**Drive-strength map**

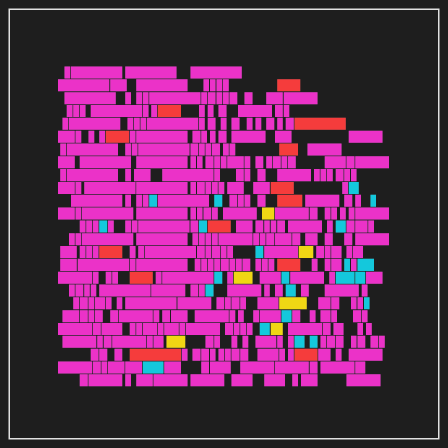
**Register map, names as in the netlist**

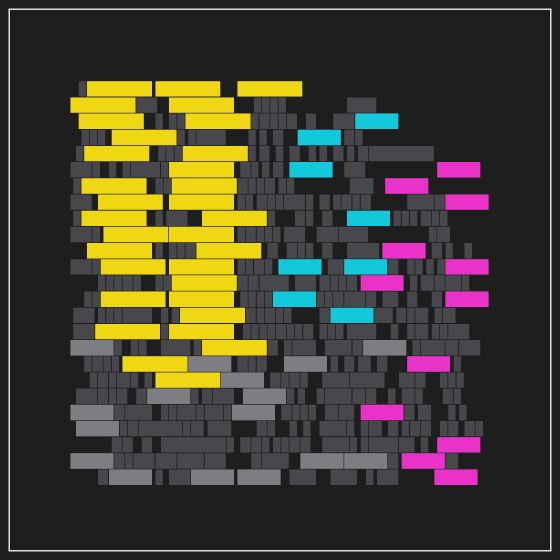
**Placement by cell class**

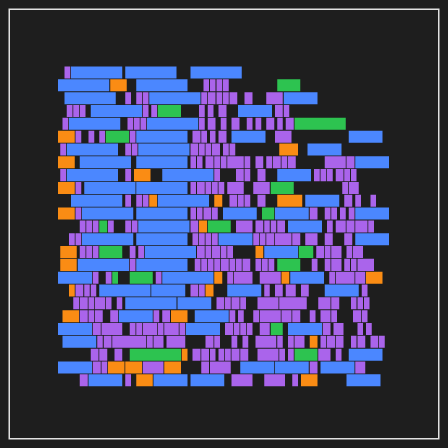
**Routing congestion**

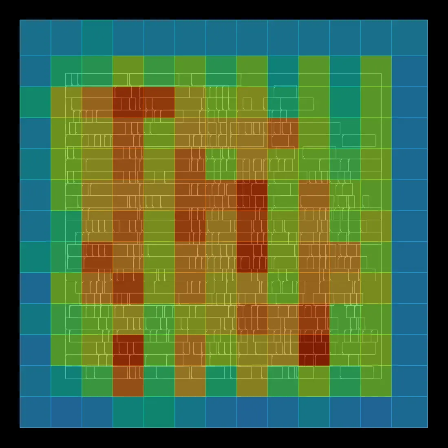
File: src/rtl/uart_tx_fifo.sv
// -----------------------------------------------------------------------------
// uart_tx_fifo
//
// Buffered 8N1 UART transmitter. Bytes arrive over a valid/ready handshake,
// are queued in a small circular FIFO and are serialised LSB first on `tx`.
// Frames are sent back to back when more bytes are waiting, so the line only
// idles when the queue runs dry.
//
// Parameters
//   CLKS_PER_BIT : clk cycles per UART bit (>= 2)
//   FIFO_DEPTH   : byte entries in the FIFO (power of two, >= 2)
//
// Ports
//   clk        : system clock, all logic on the rising edge
//   rst        : synchronous active-high reset
//   tx_data    : byte to queue, taken on a valid && ready edge
//   tx_valid   : tx_data holds a byte to queue
//   tx_ready   : FIFO can take a byte (!full && !rst, combinational)
//   tx         : serial line, idles high, registered
//   busy       : serialiser is framing a byte, registered
//   fifo_count : bytes waiting in the FIFO (excludes the byte being shifted)
// -----------------------------------------------------------------------------
module uart_tx_fifo #(
   parameter int CLKS_PER_BIT = 2604,
   parameter int FIFO_DEPTH   = 4
) (
   input  logic                          clk,
   input  logic                          rst,
   input  logic [7:0]                    tx_data,
   input  logic                          tx_valid,
   output logic                          tx_ready,
   output logic                          tx,
   output logic                          busy,
   output logic [$clog2(FIFO_DEPTH):0]   fifo_count
);

   localparam int PTR_W  = $clog2(FIFO_DEPTH);
   localparam int CNT_W  = PTR_W + 1;
   localparam int BAUD_W = $clog2(CLKS_PER_BIT);

   localparam logic [PTR_W-1:0]  PTR_ONE    = PTR_W'(1);
   localparam logic [PTR_W-1:0]  PTR_ZERO   = PTR_W'(0);
   localparam logic [CNT_W-1:0]  CNT_ONE    = CNT_W'(1);
   localparam logic [CNT_W-1:0]  CNT_ZERO   = CNT_W'(0);
   localparam logic [CNT_W-1:0]  FULL_COUNT = CNT_W'(FIFO_DEPTH);
   localparam logic [BAUD_W-1:0] BAUD_ONE   = BAUD_W'(1);
   localparam logic [BAUD_W-1:0] BAUD_ZERO  = BAUD_W'(0);
   localparam logic [BAUD_W-1:0] BAUD_LAST  = BAUD_W'(CLKS_PER_BIT - 1);
   localparam logic [2:0]        BIT_LAST   = 3'd7;

   typedef enum logic [1:0] {
      IDLE  = 2'd0,
      START = 2'd1,
      DATA  = 2'd2,
      STOP  = 2'd3
   } state_t;

   // FIFO storage and bookkeeping
   logic [7:0]        mem_r [FIFO_DEPTH];
   logic [PTR_W-1:0]  wr_ptr_r;
   logic [PTR_W-1:0]  rd_ptr_r;
   logic [CNT_W-1:0]  count_r;

   // Serialiser state
   state_t            state_r;
   logic [BAUD_W-1:0] baud_r;
   logic [2:0]        bit_idx_r;
   logic [7:0]        shift_r;
   logic              tx_r;
   logic              busy_r;

   // Handshake / control decode
   logic              full_s;
   logic              empty_s;
   logic              push_s;
   logic              pop_s;
   logic              baud_last_s;
   logic [7:0]        head_s;

   assign full_s      = (count_r == FULL_COUNT);
   assign empty_s     = (count_r == CNT_ZERO);
   assign tx_ready    = !full_s && !rst;
   // tx_ready already folds in rst, so no byte can land on a reset edge.
   assign push_s      = tx_valid && tx_ready;
   assign baud_last_s = (baud_r == BAUD_LAST);
   assign head_s      = mem_r[rd_ptr_r];

   assign tx          = tx_r;
   assign busy        = busy_r;
   assign fifo_count  = count_r;

   // Pop decision: the serialiser takes the head byte when idle, or on the
   // final stop-bit cycle so the next start bit follows with no gap.
   always_comb begin
      pop_s = 1'b0;
      case (state_r)
         IDLE: begin
            pop_s = !empty_s;
         end
         STOP: begin
            if (baud_last_s) begin
               pop_s = !empty_s;
            end else begin
               pop_s = 1'b0;
            end
         end
         default: begin
            pop_s = 1'b0;
         end
      endcase
   end

   // FIFO pointers, occupancy count and storage writes.
   always_ff @(posedge clk) begin
      if (rst) begin
         wr_ptr_r <= PTR_ZERO;
         rd_ptr_r <= PTR_ZERO;
         count_r  <= CNT_ZERO;
         for (int i = 0; i < FIFO_DEPTH; i++) begin
            mem_r[i] <= 8'h00;
         end
      end else begin
         if (push_s) begin
            mem_r[wr_ptr_r] <= tx_data;
            wr_ptr_r        <= wr_ptr_r + PTR_ONE;
         end
         if (pop_s) begin
            rd_ptr_r <= rd_ptr_r + PTR_ONE;
         end
         // Simultaneous push and pop leave the occupancy unchanged.
         case ({push_s, pop_s})
            2'b10:   count_r <= count_r + CNT_ONE;
            2'b01:   count_r <= count_r - CNT_ONE;
            default: count_r <= count_r;
         endcase
      end
   end

   // Frame serialiser FSM with registered line and busy outputs.
   // tx_r and busy_r are driven from the current state, so both trail the
   // state register by one cycle; the whole frame is shifted by that same
   // cycle, which keeps every symbol exactly CLKS_PER_BIT cycles long.
   always_ff @(posedge clk) begin
      if (rst) begin
         state_r   <= IDLE;
         baud_r    <= BAUD_ZERO;
         bit_idx_r <= 3'd0;
         shift_r   <= 8'h00;
         tx_r      <= 1'b1;
         busy_r    <= 1'b0;
      end else begin
         busy_r <= (state_r != IDLE);
         case (state_r)
            IDLE: begin
               tx_r <= 1'b1;
               if (pop_s) begin
                  shift_r <= head_s;
                  baud_r  <= BAUD_ZERO;
                  state_r <= START;
               end else begin
                  baud_r  <= BAUD_ZERO;
                  state_r <= IDLE;
               end
            end
            START: begin
               tx_r <= 1'b0;
               if (baud_last_s) begin
                  baud_r    <= BAUD_ZERO;
                  bit_idx_r <= 3'd0;
                  state_r   <= DATA;
               end else begin
                  baud_r <= baud_r + BAUD_ONE;
               end
            end
            DATA: begin
               tx_r <= shift_r[0];
               if (baud_last_s) begin
                  baud_r  <= BAUD_ZERO;
                  shift_r <= {1'b0, shift_r[7:1]};
                  if (bit_idx_r == BIT_LAST) begin
                     bit_idx_r <= 3'd0;
                     state_r   <= STOP;
                  end else begin
                     bit_idx_r <= bit_idx_r + 3'd1;
                  end
               end else begin
                  baud_r <= baud_r + BAUD_ONE;
               end
            end
            STOP: begin
               tx_r <= 1'b1;
               if (baud_last_s) begin
                  baud_r <= BAUD_ZERO;
                  // pop_s is only true here when a byte is waiting.
                  if (pop_s) begin
                     shift_r <= head_s;
                     state_r <= START;
                  end else begin
                     state_r <= IDLE;
                  end
               end else begin
                  baud_r <= baud_r + BAUD_ONE;
               end
            end
            default: begin
               tx_r      <= 1'b1;
               baud_r    <= BAUD_ZERO;
               bit_idx_r <= 3'd0;
               state_r   <= IDLE;
            end
         endcase
      end
   end

endmodule
File: config.mk
export PLATFORM = sky130hd
export DESIGN_NAME = uart_tx_fifo
export DESIGN_NICKNAME = d
export VERILOG_FILES = /design/src/rtl/uart_tx_fifo.sv
export SDC_FILE = /design/constraint.sdc
export NUM_CORES = 1
export LEC_CHECK = 0
export ABC_AREA = 1
export CAP_MARGIN = 40
export CORE_MARGIN = 10
export CORE_UTILIZATION = 64
export CTS_CLUSTER_SIZE = 20
export DETAILED_ROUTE_END_ITERATION = 8
export GPL_TIMING_DRIVEN = 0
export PLACE_DENSITY = 0.87
export SYNTH_ARGS = -nofsm -noshare
export SYNTH_HDL_FRONTEND = slang
export SYNTH_SLANG_ARGS = --single-unit
File: constraint.sdc
create_clock -name clk -period 5.9 [get_ports clk]
set_input_delay 0.59 -clock clk [delete_from_list [all_inputs] [get_ports clk]]
set_output_delay 0.59 -clock clk [all_outputs]
set_load 0.02 [all_outputs]
==> job_summary.md <==
## Synthesis and layout report

| Metric | Value |
|---|---|
| CTS tree | built |
| Via count of the first global-routing pass | 2427 |
| Mux share | 2.18% |
| Most numerous cell types in the synthesized netlist | nor2_1, nand2_1, dfxtp_1, inv_1, edfxtp_1 |
| Synth async-reset ratio | 0% |
| Critical path buffers and inverters | 3 |
| Detailed Route Iter0 Violations | 139 |
| Total DRC errors in the routed layout | 0 |
| Worst EP required | 6130 ps |
| Timing startpoint of the critical path | rst |
| Number of buffers outside the clock class in the layout | 28 |
| Result of the run | finished clean |
| Simple-gate area share of the yosys netlist | 23.8% |
| Total power draw | 1.70 mW |
| Top flip-flop cell by instance count after synthesis | dfxtp_1 |
| Area of the placeable core | 4790 µm² |
| Nets at Floorplan | 395 |
| Via total after detailed routing | 2496 |
| Crit-path max cell delay | 530 ps |
| Tally of non-filler cells in the final layout | 473 |
Notes on 'drive-strength map' above:
size	colour	cells
drive 3 to 4	yellow	6
drive 6 and up	red	13
drive 1 or less	magenta	365
drive 2	cyan	22

Notes on 'register map, names as in the netlist' above:
signal	colour	placed flops
`mem_r`	yellow	32
`shift_r`	cyan	8
`baud_r`	magenta	12

Notes on 'placement by cell class' above:
class	colour	cells
flip-flops	blue	68
clock drivers and dummy loads	green	16
other buffers and delay cells	orange	28
all other logic	purple	294

Notes on 'routing congestion' above:
average wire per cell in the routed design: 12.8 µm
total global-route track usage: 15.6%

No activity file was given, so power comes from the tool's default toggle rates.
